**Cell outlines without signal wires**

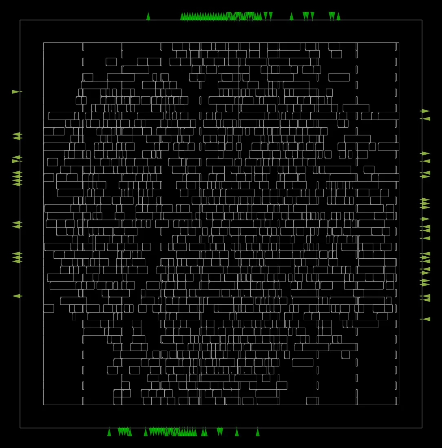
**Routed metal, one colour a layer**

Drawn at 2 px/um. Two of the layers only.
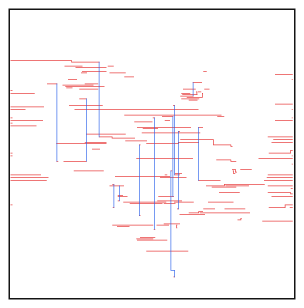
**Port wiring**

Drawn at 3 px/um.
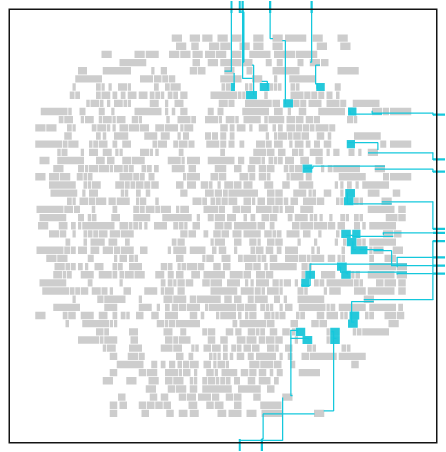
**Where the registers sit**

Drawn at 4 px/um. Other sequential cells in the stronger grey, the rest of the logic in the fainter grey.
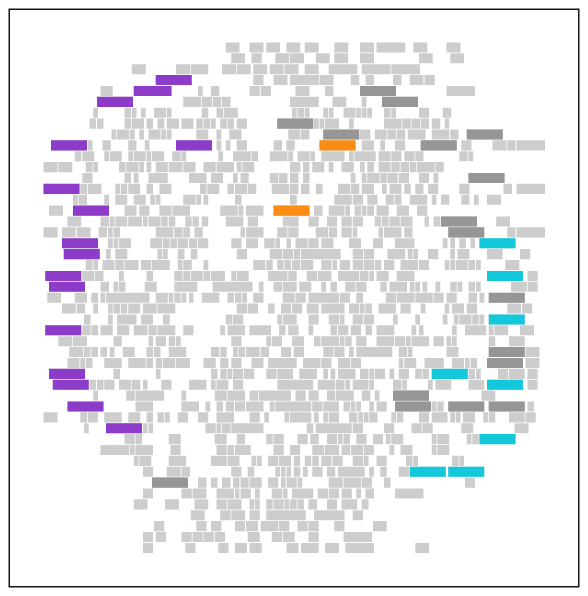
**Wire density map**

Drawn at 2 px/um. The die is cut into 28 by 29 equal tiles; dark blue is low, red is high, scaled to the fullest tile. Values are wire area over tile area, all layers added.
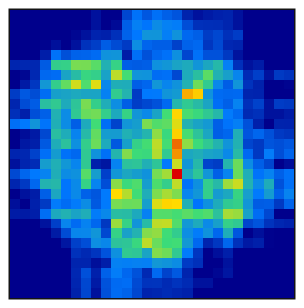
File: src/rtl/f8_pkg.sv
// rtl/f8_pkg.sv - opcodes, flag bit indices and ALU operation encoding for the f8 core
package f8_pkg;

  localparam logic [7:0] OP_TRAP    = 8'h00;
  localparam logic [7:0] OP_NOP     = 8'h01;
  localparam logic [7:0] OP_LD_XL_I = 8'h10;
  localparam logic [7:0] OP_LD_XL_M = 8'h12;
  localparam logic [7:0] OP_ST_XL   = 8'h13;
  localparam logic [7:0] OP_LDW_Y_I = 8'h20;
  localparam logic [7:0] OP_LDW_Y_M = 8'h22;
  localparam logic [7:0] OP_ST_Y    = 8'h23;
  localparam logic [7:0] OP_ADD     = 8'h30;
  localparam logic [7:0] OP_SUB     = 8'h31;
  localparam logic [7:0] OP_AND     = 8'h32;
  localparam logic [7:0] OP_OR      = 8'h33;
  localparam logic [7:0] OP_XOR     = 8'h34;
  localparam logic [7:0] OP_ADDW    = 8'h38;
  localparam logic [7:0] OP_JP      = 8'h40;
  localparam logic [7:0] OP_JRZ     = 8'h41;
  localparam logic [7:0] OP_JRNZ    = 8'h42;
  localparam logic [7:0] OP_JRC     = 8'h43;
  localparam logic [7:0] OP_MUL     = 8'h50;

  localparam int FLAG_Z = 0;
  localparam int FLAG_C = 1;
  localparam int FLAG_N = 2;

  typedef enum logic [2:0] {
    ALU_ADD,
    ALU_SUB,
    ALU_AND,
    ALU_OR,
    ALU_XOR,
    ALU_ADDW
  } alu_op_e;

  typedef enum logic {
    ST_RUN,
    ST_TRAP
  } run_state_e;

  function automatic logic [15:0] sext8(input logic [7:0] v);
    return {{8{v[7]}}, v};
  endfunction

endpackage

File: src/rtl/f8_alu.sv
// rtl/f8_alu.sv - 8-bit add/sub/logic and 16-bit add with Z/C/N generation
module f8_alu
  import f8_pkg::*;
(
  input  alu_op_e     op,
  input  logic [15:0] a,
  input  logic [15:0] b,
  input  logic        c_in,
  output logic [15:0] result,
  output logic        z,
  output logic        c,
  output logic        n
);

  logic [8:0]  sum8;
  logic [8:0]  diff8;
  logic [16:0] sum16;

  assign sum8  = {1'b0, a[7:0]} + {1'b0, b[7:0]};
  // Bit 8 of the 9-bit difference is the borrow out
  assign diff8 = {1'b0, a[7:0]} - {1'b0, b[7:0]};
  assign sum16 = {1'b0, a} + {1'b0, b};

  always_comb begin
    result = 16'h0000;
    c      = c_in;
    case (op)
      ALU_ADD: begin
        result = {8'h00, sum8[7:0]};
        c      = sum8[8];
      end
      ALU_SUB: begin
        result = {8'h00, diff8[7:0]};
        c      = diff8[8];
      end
      ALU_AND:  result = {8'h00, a[7:0] & b[7:0]};
      ALU_OR:   result = {8'h00, a[7:0] | b[7:0]};
      ALU_XOR:  result = {8'h00, a[7:0] ^ b[7:0]};
      ALU_ADDW: begin
        result = sum16[15:0];
        c      = sum16[16];
      end
      default: begin
        result = 16'h0000;
        c      = c_in;
      end
    endcase
  end

  // Byte results are zero-extended, so a full-width zero test covers both sizes
  assign z = (result == 16'h0000);
  assign n = (op == ALU_ADDW) ? result[15] : result[7];

endmodule

File: src/rtl/f8_cpu.sv
// rtl/f8_cpu.sv - single-cycle f8 core; build option F8_MUL_EN adds the MUL instruction
module f8_cpu
  import f8_pkg::*;
#(
  parameter logic [15:0] RESET_PC = 16'h4000
) (
  input  logic        clk,
  input  logic        reset,
  output logic [15:0] iread_addr,
  input  logic [23:0] iread_data,
  input  logic        iread_valid,
  output logic [15:0] dread_addr,
  input  logic [15:0] dread_data,
  output logic [15:0] dwrite_addr,
  output logic [15:0] dwrite_data,
  output logic [1:0]  dwrite_en,
  output logic        trap
);

  run_state_e  state_q, state_d;
  logic [15:0] pc_q, pc_d;
  logic [7:0]  xl_q, xl_d;
  logic [15:0] y_q, y_d;
  logic [2:0]  flags_q, flags_d;

  logic [7:0]  opcode;
  logic [7:0]  op_b1;
  logic [15:0] op_w;
  logic        exec;
  logic [15:0] pc_seq2;
  logic [15:0] br_tgt;

  alu_op_e     alu_op;
  logic        alu_wide;
  logic [15:0] alu_a;
  logic [15:0] alu_b;
  logic [15:0] alu_res;
  logic        alu_z;
  logic        alu_c;
  logic        alu_n;
  logic [2:0]  alu_flags;

  assign opcode  = iread_data[7:0];
  assign op_b1   = iread_data[15:8];
  assign op_w    = iread_data[23:8];
  assign exec    = iread_valid && (state_q == ST_RUN);
  assign pc_seq2 = pc_q + 16'd2;
  assign br_tgt  = pc_seq2 + sext8(op_b1);

  always_comb begin
    alu_op   = ALU_ADD;
    alu_wide = 1'b0;
    case (opcode)
      OP_SUB:  alu_op = ALU_SUB;
      OP_AND:  alu_op = ALU_AND;
      OP_OR:   alu_op = ALU_OR;
      OP_XOR:  alu_op = ALU_XOR;
      OP_ADDW: begin
        alu_op   = ALU_ADDW;
        alu_wide = 1'b1;
      end
      default: alu_op = ALU_ADD;
    endcase
  end

  assign alu_a = alu_wide ? y_q  : {8'h00, xl_q};
  assign alu_b = alu_wide ? op_w : {8'h00, op_b1};

  f8_alu u_alu (
    .op     (alu_op),
    .a      (alu_a),
    .b      (alu_b),
    .c_in   (flags_q[FLAG_C]),
    .result (alu_res),
    .z      (alu_z),
    .c      (alu_c),
    .n      (alu_n)
  );

  always_comb begin
    alu_flags         = 3'b000;
    alu_flags[FLAG_Z] = alu_z;
    alu_flags[FLAG_C] = alu_c;
    alu_flags[FLAG_N] = alu_n;
  end

`ifdef F8_MUL_EN
  logic [15:0] mul_res;
  assign mul_res = {8'h00, xl_q} * {8'h00, y_q[7:0]};
`endif

  assign iread_addr  = pc_q;
  assign dread_addr  = op_w;
  assign dwrite_addr = op_w;
  assign dwrite_data = (opcode == OP_ST_XL) ? {8'h00, xl_q} : y_q;
  assign trap        = (state_q == ST_TRAP);

  // Reset gates the strobes combinationally so an aborted store never lands
  always_comb begin
    dwrite_en = 2'b00;
    if (exec && reset) begin
      if (opcode == OP_ST_XL) begin
        dwrite_en = 2'b01;
      end else if (opcode == OP_ST_Y) begin
        dwrite_en = 2'b11;
      end
    end
  end

  always_comb begin
    pc_d    = pc_q;
    xl_d    = xl_q;
    y_d     = y_q;
    flags_d = flags_q;
    state_d = state_q;
    if (exec) begin
      case (opcode)
        OP_NOP: pc_d = pc_q + 16'd1;
        OP_LD_XL_I: begin
          xl_d = op_b1;
          pc_d = pc_q + 16'd2;
        end
        OP_LD_XL_M: begin
          xl_d = dread_data[7:0];
          pc_d = pc_q + 16'd3;
        end
        OP_ST_XL, OP_ST_Y: pc_d = pc_q + 16'd3;
        OP_LDW_Y_I: begin
          y_d  = op_w;
          pc_d = pc_q + 16'd3;
        end
        OP_LDW_Y_M: begin
          y_d  = dread_data;
          pc_d = pc_q + 16'd3;
        end
        OP_ADD, OP_SUB, OP_AND, OP_OR, OP_XOR: begin
          xl_d    = alu_res[7:0];
          flags_d = alu_flags;
          pc_d    = pc_q + 16'd2;
        end
        OP_ADDW: begin
          y_d     = alu_res;
          flags_d = alu_flags;
          pc_d    = pc_q + 16'd3;
        end
        OP_JP:   pc_d = op_w;
        OP_JRZ:  pc_d = flags_q[FLAG_Z] ? br_tgt : pc_seq2;
        OP_JRNZ: pc_d = flags_q[FLAG_Z] ? pc_seq2 : br_tgt;
        OP_JRC:  pc_d = flags_q[FLAG_C] ? br_tgt : pc_seq2;
`ifdef F8_MUL_EN
        OP_MUL: begin
          y_d             = mul_res;
          flags_d[FLAG_Z] = (mul_res == 16'h0000);
          flags_d[FLAG_C] = 1'b0;
          flags_d[FLAG_N] = mul_res[15];
          pc_d            = pc_q + 16'd1;
        end
`endif
        OP_TRAP: state_d = ST_TRAP;
        default: state_d = ST_TRAP;
      endcase
    end
  end

  always_ff @(posedge clk or negedge reset) begin
    if (!reset) begin
      state_q <= ST_RUN;
      pc_q    <= RESET_PC;
      xl_q    <= 8'h00;
      y_q     <= 16'h0000;
      flags_q <= 3'b000;
    end else begin
      state_q <= state_d;
      pc_q    <= pc_d;
      xl_q    <= xl_d;
      y_q     <= y_d;
      flags_q <= flags_d;
    end
  end

endmodule

File: config.mk
export PLATFORM = sky130hd
export DESIGN_NAME = f8_cpu
export DESIGN_NICKNAME = d
export VERILOG_FILES = /design/src/rtl/f8_pkg.sv /design/src/rtl/f8_alu.sv /design/src/rtl/f8_cpu.sv
export SDC_FILE = /design/constraint.sdc
export NUM_CORES = 1
export LEC_CHECK = 0
export ABC_CLOCK_PERIOD_IN_PS = 4800
export CORE_AREA = 8 8 134 136
export CTS_BUF_LIST = sky130_fd_sc_hd__clkbuf_8
export CTS_CLUSTER_SIZE = 28
export DETAILED_ROUTE_END_ITERATION = 12
export DIE_AREA = 0 0 142 144
export SYNTH_ARGS = -nofsm -noshare
export SYNTH_HDL_FRONTEND = slang
export SYNTH_SLANG_ARGS = --single-unit
File: constraint.sdc
create_clock -name clk -period 4.8 [get_ports clk]
set_input_delay 1.44 -clock clk [delete_from_list [all_inputs] [get_ports clk]]
set_output_delay 1.44 -clock clk [all_outputs]
set_load 0.05 [all_outputs]
==> changes_impl.md <==
### Physical design

- Fill count: approximately 1600
- Critical path data required time: approximately 5 ns
- Ant diodes: 0
- Drt drc: 0
- Crit path launch type: input port
- # hold bufs at CTS: 0
- Synth Cell Area: slightly below 6000 um^2
- Critical path class: in2reg
- FP Rows: between 40 and 50
- WL met2: approximately 9900 um
- Yosys warnings: 0
- Tot GR Track Use: about 22%
- Vias in the first global route: 6275
- Fraction of registers with async set/reset: 100%
- H-tree depth: 2
- Final HPWL DP: 17200 um
- Initial antenna violation count: 0
- Avg WL per Cell: 18.4 um
- Die Wd: between 100 and 150 um
- Ports: 110
- PortBufs: around 110
- Top Layout Cells: buf_4, nor2_1, nand2_1
- Root Driver: clkbuf_8
- Starting DRT DRC Count: around 450
- Placeable Area: between 15000 and 20000 um^2
- Maximum number of pins on one net before global-route repair: about 44
- Cell area leaders: dfrtp_1, ha_1, nor2_1
- Area Growth Syn to Fin: 39.4%
- Slew HR: approximately 58%
- Worst min-delay path class: reg2reg
- RD Place Congestion: 0.949
- Flip-flops with a built-in enable: 0
- Clk latency late pin: 0.34 ns
- Area share, top type: between 15 and 20%
- Max layer used: met4
- Core Density at Floorplan: 36.7%
- Status: finished clean
- Synth Seq Share: between 15 and 20%
- Clock Tree Buf Depth: 2
- Fin nets: around 1100
- Commonest flop: dfrtp_1
- Setup crit end kind: register
- Nets at Floorplan: approximately 900
- Synth unique cells: 84
- Post-layout min period: between 4 and 5 ns
- Slew Viols, Final: 0
- Die Ht: 144 um
- Worst slew pin tran: approximately 0.63 ns
- Share of cells above drive strength 1: between 20 and 25%
- Num CTS Buffers: 5
- Highest clock rate: between 200 and 250 MHz
- First-pass GRT wire length: 34800 um
- Cells after Synth: about 780
- Cells in synth_stat.txt: 782
- Arr. time, crit path: roughly 5 ns
- Largest area contributor in the netlist: dfrtp_1
- CTS clk-pin slew, worst paths: ~0.1 ns
- Max-Cap Viols: 0
- DR WL met3: around 1300 um
- P_leak: around 0.0036 uW
- Post-Route WL: between 20000 and 25000 um
- Power density cells: 131 nW/um^2
- Critical-path maximum fanout: 3
- CTS tree: built
- Seq. cell area: 1080 um^2
- FF+latch count, synth: approximately 43
- Setup TNS: 0 ns
- Vias/cell: between 5 and 6
- Cells after DPL: 1162
- TritonRoute pass-1 iters: 5
- Most numerous logic cell after layout: buf_4
- Yosys Chip Area: slightly below 6000 um^2
- Total power: about 1100 uW
- Final ANT Viol Nets: 0
- Final period utilization: 98.0%
- Clk_skew: about 0.014 ns
- Total vias in the final route: around 6400
- MI comb area: 4490 um^2
- Final setup fails: 0
- Maximum VDD drop: approximately 130 uV
- Final hold violation count: 0
- Chip area: about 20000 um^2
- Gr ovfl total: 0
- Clock Sinks: between 40 and 50
- Syn Area/Cell: between 7 and 8 um^2
- DRT met1 WL: around 10000 um
- Tool warnings: roughly 45
-- 'cell outlines without signal wires' (at the start) --
Non-Filler Instances: 1179
Layout Utilization: 51.2%

-- 'routed metal, one colour a layer' (at the start) --
legend:
  red:
    layer: M3
    wire_length: 1340 um
  blue:
    layer: M4
    wire_length: 419 um

-- 'port wiring' (at the start) --
legend:
  cyan:
    port: dread_data
    direction: input
    edge: 9 east, 5 north, 2 south
    end_cells: 24
    buffers: 16
    wire: 651 um

-- 'where the registers sit' (at the start) --
legend:
  purple:
    signal: iread_addr
    placed_flops: 16
  orange:
    signal: flags_q
    placed_flops: 2
  cyan:
    signal: xl_q
    placed_flops: 8

-- 'wire density map' (at the start) --
emptiest ninth of the die: south-west
densest ninth of the die: centre
mean over tiles: 0.17
fullest tile: 0.74
tiles over half the peak: 10%

## flip-flops by register name, indices dropped and copies added, names as in the netlist
signal and cells:
iread_addr 16, y_q 16, xl_q 8, flags_q 2, trap 1
## metal layers
| metal | vias up | track usage (%) |
|---|---|---|
| met4 | 0 | 5.88 |
| met1 | 3020 | 28.8 |
| met5 | - | 0 |
| met3 | 28 | 3.76 |
| li1 | 3165 | - |
| met2 | 223 | 35.0 |
## Yosys cell counts, drive strengths merged, types with 4 or more instances
cell type / instances
xor2: 17
nand3b: 5
mux2: 11
o221ai: 4
and2: 30
a222oi: 5
a31oi: 12
o21ai: 55
inv: 38
fa: 4
clkbuf: 24
a311oi: 5
a21oi: 57
and3: 4
nand2b: 15
nor2: 90
dfrtp: 42
buf: 43
o2111ai: 6
nor2b: 9
nand3: 22
a211oi: 4
ha: 53
or3: 5
a22oi: 8
nor3: 8
a221oi: 22
nand2: 85
nand4: 4
xnor2: 19
o211ai: 5
## what timing repair did
action / 4_1_cts / 5_1_grt
pin swaps: 20 / 22
gates resized: 30 / 20
buffers inserted: 7 / 2
setup endpoints to repair: 8 / 13
## area by class of cell
class                           count  area share (%)
Sequential cell                    43            13.1
Inverter                           38            1.74
Tap cell                          220            3.35
Multi-Input combinational cell    634            54.7
Clock inverter                      3           0.533
Timing Repair Buffer              236            25.8
Clock buffer                        5           0.838
## cell families after synthesis
family,Yosys count,share of synthesized area [%]
DFF,43,18.3
xor gates and xnor gates,36,5.35
buffers and inverters,105,9.00
adders and majority gates,57,12.6
muxes,13,2.44
and+or+nand+nor,294,24.7
AOI/OAI and AO/OA,234,27.7
## path summary, 6_finish.rpt
| check | from | to | slack, ns | cells after the start |
|---|---|---|---|---|
| min reg2reg | trap$_DFFE_PN0P_ | trap$_DFFE_PN0P_ | 0.52 | 1 |
| max | iread_data[6] | flags_q[0]$_DFFE_PN0P_ | 0.1 | 17 |
| min | trap$_DFFE_PN0P_ | trap$_DFFE_PN0P_ | 0.52 | 1 |
| min in group asynchronous | reset | xl_q[2]$_DFFE_PN0P_ | 1.22 | 2 |
| max in group asynchronous | reset | trap$_DFFE_PN0P_ | 3.14 | 2 |
| max reg2reg | iread_addr[1]$_DFFE_PN0P_ | iread_addr[15]$_DFFE_PN0P_ | 1.19 | 14 |
## where the power goes
group,leakage [uW],switching (uW),internal [uW]
Sequential,0.000579,7.51,367
Clock,0.0000581,155,155
Combinational,0.00299,226,167
Total,0.00362,388,689
## critical path: stages
cell,delay (ns)
dlygate4sd2_1,0.24
and4bb_2,0.36
nand2_2,0.09
nor3b_4,0.25
nand2_2,0.09
nand2_2,0.10
ha_4,0.15
fa_2,0.21
or3b_4,0.42
and2_4,0.17
o31ai_4,0.22
mux2i_1,0.21
o211ai_1,0.15
nor4_2,0.28
and4_1,0.25
o2111ai_2,0.11
o41ai_2,0.21
## through the flow
stage,setup WS (ns),cell area [um^2],hold WS (ns)
floorplan,0.00352,5910,0.467
detailed placement,-0.624,7850,0.498
finish,0.0970,8220,0.515
CTS,0.0248,8110,0.519
global placement,-0.505,7850,0.498
global route,-0.0243,8220,0.555
Power is estimated from default activity; no workload was simulated.
